--- src/rtl/inst_fetch_queue_if.sv ---
// Fetch-stage bus: byte-wide instruction memory port, redirect input and the
// valid/ready instruction stream toward the datapath.
interface inst_fetch_queue_if #(
  parameter int unsigned AW = 5
);
  logic          imem_req;
  logic [AW-1:0] imem_addr;
  logic [7:0]    imem_rdata;
  logic          redirect;
  logic [31:0]   redirect_pc;
  logic          inst_valid;
  logic [31:0]   inst;
  logic [31:0]   inst_pc;
  logic          inst_ready;
  logic [31:0]   fetch_pc;

  // Fetch unit side.
  modport master (
    output imem_req,
    output imem_addr,
    input  imem_rdata,
    input  redirect,
    input  redirect_pc,
    output inst_valid,
    output inst,
    output inst_pc,
    input  inst_ready,
    output fetch_pc
  );

  // Memory and datapath side.
  modport slave (
    input  imem_req,
    input  imem_addr,
    output imem_rdata,
    output redirect,
    output redirect_pc,
    input  inst_valid,
    input  inst,
    input  inst_pc,
    output inst_ready,
    input  fetch_pc
  );
endinterface

--- src/rtl/inst_fetch_queue.sv ---
// Byte-serial instruction fetch: assembles big-endian 32-bit words from a
// byte-wide memory and queues them with their PC in a small prefetch FIFO.
module inst_fetch_queue #(
  parameter int unsigned DEPTH    = 4,
  parameter int unsigned AW       = 5,
  parameter logic [31:0] RESET_PC = 32'h0
) (
  input logic               clk,
  input logic               rst_n,
  inst_fetch_queue_if.master bus
);

  localparam int unsigned PW = (DEPTH > 1) ? $clog2(DEPTH) : 1;
  localparam int unsigned CW = $clog2(DEPTH + 1);

  logic [31:0]   fetch_pc_q, fetch_pc_d;
  logic [1:0]    byte_cnt_q, byte_cnt_d;
  logic [23:0]   asm_q, asm_d;
  logic [PW-1:0] rd_ptr_q, rd_ptr_d;
  logic [PW-1:0] wr_ptr_q, wr_ptr_d;
  logic [CW-1:0] count_q, count_d;

  logic [31:0]   fifo_inst_q [DEPTH];
  logic [31:0]   fifo_pc_q   [DEPTH];

  logic          full;
  logic          fetch_en;
  logic          push;
  logic          pop;
  logic          head_valid;
  logic [31:0]   new_word;
  logic          unused_redirect_pc_lsb;

  assign unused_redirect_pc_lsb = ^bus.redirect_pc[1:0];

  assign full       = (count_q == CW'(DEPTH));
  assign head_valid = (count_q != '0);
  // Full is judged on the registered count, so a pop while full frees the
  // slot for the next cycle only.
  assign fetch_en   = rst_n & ~bus.redirect & ~full;
  assign push       = fetch_en & (byte_cnt_q == 2'd3);
  assign pop        = head_valid & bus.inst_ready;
  assign new_word   = {asm_q, bus.imem_rdata};

  // Next-state logic; redirect overrides fetch and pop bookkeeping.
  always_comb begin
    fetch_pc_d = fetch_pc_q;
    byte_cnt_d = byte_cnt_q;
    asm_d      = asm_q;
    rd_ptr_d   = rd_ptr_q;
    wr_ptr_d   = wr_ptr_q;
    count_d    = count_q;

    if (bus.redirect) begin
      fetch_pc_d = {bus.redirect_pc[31:2], 2'b00};
      byte_cnt_d = 2'd0;
      asm_d      = '0;
      rd_ptr_d   = '0;
      wr_ptr_d   = '0;
      count_d    = '0;
    end else begin
      if (fetch_en) begin
        byte_cnt_d = byte_cnt_q + 2'd1;
        unique case (byte_cnt_q)
          2'd0:    asm_d[23:16] = bus.imem_rdata;
          2'd1:    asm_d[15:8]  = bus.imem_rdata;
          2'd2:    asm_d[7:0]   = bus.imem_rdata;
          default: fetch_pc_d   = fetch_pc_q + 32'd4;
        endcase
      end

      if (push) begin
        wr_ptr_d = wr_ptr_q + PW'(1);
      end
      if (pop) begin
        rd_ptr_d = rd_ptr_q + PW'(1);
      end

      unique case ({push, pop})
        2'b10:   count_d = count_q + CW'(1);
        2'b01:   count_d = count_q - CW'(1);
        default: count_d = count_q;
      endcase
    end
  end

  always_ff @(posedge clk or negedge rst_n) begin
    if (!rst_n) begin
      fetch_pc_q <= RESET_PC;
      byte_cnt_q <= 2'd0;
      asm_q      <= '0;
      rd_ptr_q   <= '0;
      wr_ptr_q   <= '0;
      count_q    <= '0;
    end else begin
      fetch_pc_q <= fetch_pc_d;
      byte_cnt_q <= byte_cnt_d;
      asm_q      <= asm_d;
      rd_ptr_q   <= rd_ptr_d;
      wr_ptr_q   <= wr_ptr_d;
      count_q    <= count_d;
    end
  end

  // Storage needs no reset: the head is masked to zero whenever count is 0.
  always_ff @(posedge clk) begin
    if (push) begin
      fifo_inst_q[wr_ptr_q] <= new_word;
      fifo_pc_q[wr_ptr_q]   <= fetch_pc_q;
    end
  end

  always_comb begin
    bus.imem_req   = fetch_en;
    bus.imem_addr  = fetch_pc_q[AW-1:0] + AW'(byte_cnt_q);
    bus.inst_valid = head_valid;
    bus.inst       = head_valid ? fifo_inst_q[rd_ptr_q] : 32'h0;
    bus.inst_pc    = head_valid ? fifo_pc_q[rd_ptr_q] : 32'h0;
    bus.fetch_pc   = fetch_pc_q;
  end

endmodule

--- src/flat_wrapper.sv ---
// flat-port wrapper written by rule: the top's interface ports become plain ports
module inst_fetch_queue_flat 
#(
  parameter int unsigned DEPTH    = 4,
  parameter int unsigned AW       = 5,
  parameter logic [31:0] RESET_PC = 32'h0
)
  (clk, rst_n, bus_imem_req, bus_imem_addr, bus_imem_rdata, bus_redirect, bus_redirect_pc, bus_inst_valid, bus_inst, bus_inst_pc, bus_inst_ready, bus_fetch_pc);
  inst_fetch_queue_if #(.AW(AW)) bus_i ();
  input logic clk;
  input logic rst_n;
  output wire logic [$bits(bus_i.imem_req)-1:0] bus_imem_req;
  output wire logic [$bits(bus_i.imem_addr)-1:0] bus_imem_addr;
  input wire logic [$bits(bus_i.imem_rdata)-1:0] bus_imem_rdata;
  input wire logic [$bits(bus_i.redirect)-1:0] bus_redirect;
  input wire logic [$bits(bus_i.redirect_pc)-1:0] bus_redirect_pc;
  output wire logic [$bits(bus_i.inst_valid)-1:0] bus_inst_valid;
  output wire logic [$bits(bus_i.inst)-1:0] bus_inst;
  output wire logic [$bits(bus_i.inst_pc)-1:0] bus_inst_pc;
  input wire logic [$bits(bus_i.inst_ready)-1:0] bus_inst_ready;
  output wire logic [$bits(bus_i.fetch_pc)-1:0] bus_fetch_pc;
  assign bus_imem_req = bus_i.imem_req;
  assign bus_imem_addr = bus_i.imem_addr;
  assign bus_i.imem_rdata = bus_imem_rdata;
  assign bus_i.redirect = bus_redirect;
  assign bus_i.redirect_pc = bus_redirect_pc;
  assign bus_inst_valid = bus_i.inst_valid;
  assign bus_inst = bus_i.inst;
  assign bus_inst_pc = bus_i.inst_pc;
  assign bus_i.inst_ready = bus_inst_ready;
  assign bus_fetch_pc = bus_i.fetch_pc;
  inst_fetch_queue #(.DEPTH(DEPTH), .AW(AW), .RESET_PC(RESET_PC)) u_core (.clk(clk), .rst_n(rst_n), .bus(bus_i));
endmodule
--- config.mk ---
export PLATFORM = sky130hd
export DESIGN_NAME = inst_fetch_queue_flat
export DESIGN_NICKNAME = d
export VERILOG_FILES = /design/src/rtl/inst_fetch_queue_if.sv /design/src/rtl/inst_fetch_queue.sv /design/src/flat_wrapper.sv
export SDC_FILE = /design/constraint.sdc
export NUM_CORES = 1
export LEC_CHECK = 0
export ABC_AREA = 1
export CAP_MARGIN = 40
export CORE_MARGIN = 3
export CORE_UTILIZATION = 33
export DETAILED_ROUTE_END_ITERATION = 10
export GPL_TIMING_DRIVEN = 0
export PLACE_DENSITY = 0.63
export SLEW_MARGIN = 0
export SYNTH_ARGS = -nofsm -noshare
export SYNTH_HDL_FRONTEND = slang
export SYNTH_SLANG_ARGS = --single-unit
--- constraint.sdc ---
create_clock -name clk -period 5 [get_ports clk]
set_input_delay 0.75 -clock clk [delete_from_list [all_inputs] [get_ports clk]]
set_output_delay 0.75 -clock clk [all_outputs]
set_load 0.05 [all_outputs]
### Where the registers sit

(2 px per µm)
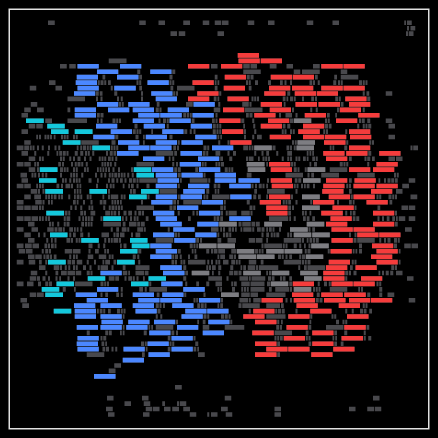
netlist name	colour	sequential cells
`u_core.fifo_inst_q`	red	128
`u_core.fifo_pc_q`	blue	120
`u_core.bus.fetch_pc`	cyan	30
not coloured	33

==> impl_metrics.tcl <==
# flow metrics
set metrics [dict create \
    run_status "completed" \
    yosys_warnings 0 \
    drtAntennaViolNets 0 \
    cp_num_buf_inv 5 \
    dp.cells 2009 \
    worst_skew_pair.late_latency_ps 500 \
    yosys.area_share.simple 0.195 \
    netlist_area_um2 13600 \
    startpoint_type "register" \
    comb_cells 891 \
    rsz0062_at_grt "false" \
    rows 73 \
    lay_top_count "nor2_1" \
    slew_headroom 0.421 \
    pwr.group.sequential_mw 3.08 \
    ctsHoldBuffers 0 \
    pg_comb_mw 3.05 \
    largest_area_cell "edfxtp_1" \
    sh_comb_area 0.238 \
    routed_wl_mm 38.1 \
    worstSetupEndpointType "output port" \
    cts_made_buffers 34 \
    place_congestion 0.886 \
    r2r-end "u_core.fifo_inst_q[1][7]$_DFFE_PP_" \
    synthMuxAreaShare 0 \
    seq_area_frac 0.531 \
    core_um2 40200 \
    pg_clk_mw 2.32 \
    hold_violations 0 \
    p_per_area_nw_per_um2 497 \
    cp.arrival_ps 3350 \
    slew_viol_final 0 \
    top_cell_area_share 0.547 \
    comb_power_share 0.360 \
    drt-initial-drc-count 789 \
    n_all_inverters 62 \
    syn_inst 1331 \
    max_stage_delay_ps 890 \
    edf_count 248 \
    skew_ps 9.83 \
    drive_gt1_frac 0.0861 \
    topCellsByArea "edfxtp_1, dfrtp_1, nor2_1" \
    hold_class "input port to async pin" \
    fmax_mhz 244 \
    avgViaCountPerCell 4.92 \
    cts_resized 0 \
    p_leak_nw 6.45 \
    cp_top_family "buffers and inverters" \
    aoi_share 0.0836 \
    cts_tree "done" \
    largestClassByArea "sequential cells" \
    worstMarginPinSlew_ps 867 \
    clkbuf_count 44 \
    top_logic_kind "simple AND/OR/NAND/NOR gates" \
    io_buffers 139 \
    endpoint "bus_inst_pc[15]" \
    final_area_um2 17000 \
    crit_required_ps 4250 \
    reg2regPathDepth 7 \
    reg2reg_from "u_core.count_q[0]$_DFFE_PN0P_" \
    r2r_slack_ps 2510 \
    num_antenna_cells 1 \
    io-pin-count 147 \
    n_tap_cell 525 \
    logic_area_um2 4040 \
    grt_pass1_vias 10125 \
    layout_top_cells "nor2_1, edfxtp_1, nand2_1" \
    place_area_um2 16000 \
    synth.cellmix.xorXnorShare 0.00451 \
    cts_root_buf "clkbuf_16" \
    final-seq-area_um2 9020 \
    cts_setup_buffers 0 \
    design.seq.count 311 \
    grt_use_total 0.172 \
    warnings 35 \
    chipWidth_um 209 \
    post-place-ws_ps 1400 \
    die_area_um2 43700 \
    syn2layout_area_growth_pct 24.9 \
    seqPwrFrac 0.365 \
    drtPass1Iterations 6 \
    fin_nets 1575 \
]
### Metal layers overlaid

(2 px per µm) Only two layers are drawn.
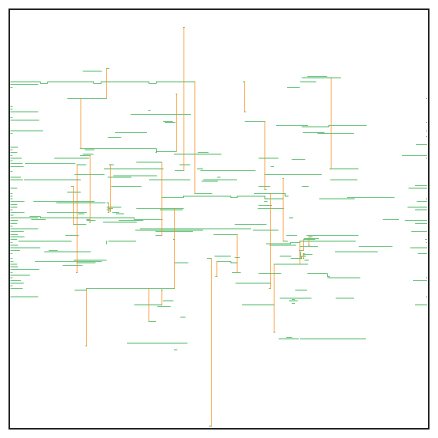
layer	colour	wire length
M4	orange	799 µm
M3	green	2,340 µm

## per-layer routing
layer  track usage  part of all wire  vias up
li1              -                 -     4875
met1         0.235              0.44     4854
met2         0.287              0.48      398
met3        0.0267             0.061       64
met4        0.0420             0.021        0
met5             0                 0        -
## through the flow
stage	TNS, ps	util	hold slack [ps]	power, mW
detailed placement	0	0.397	510	6.22
finish	0	0.423	114	8.45
floorplan	0	-	454	5.02
global placement	-1240190	0.390	493	6.19
global route	0	0.423	110	8.82
CTS	0	0.423	101	8.54
## registers in the layout, summed over array words and instances, names as in the netlist
register	count
u_core.asm_q	24
u_core.bus.fetch_pc	30
u_core.wr_ptr_q	2
u_core.fifo_inst_q	128
u_core.byte_cnt_q	2
u_core.count_q	3
u_core.fifo_pc_q	120
u_core.rd_ptr_q	2
Power is estimated from default activity; no workload was simulated.
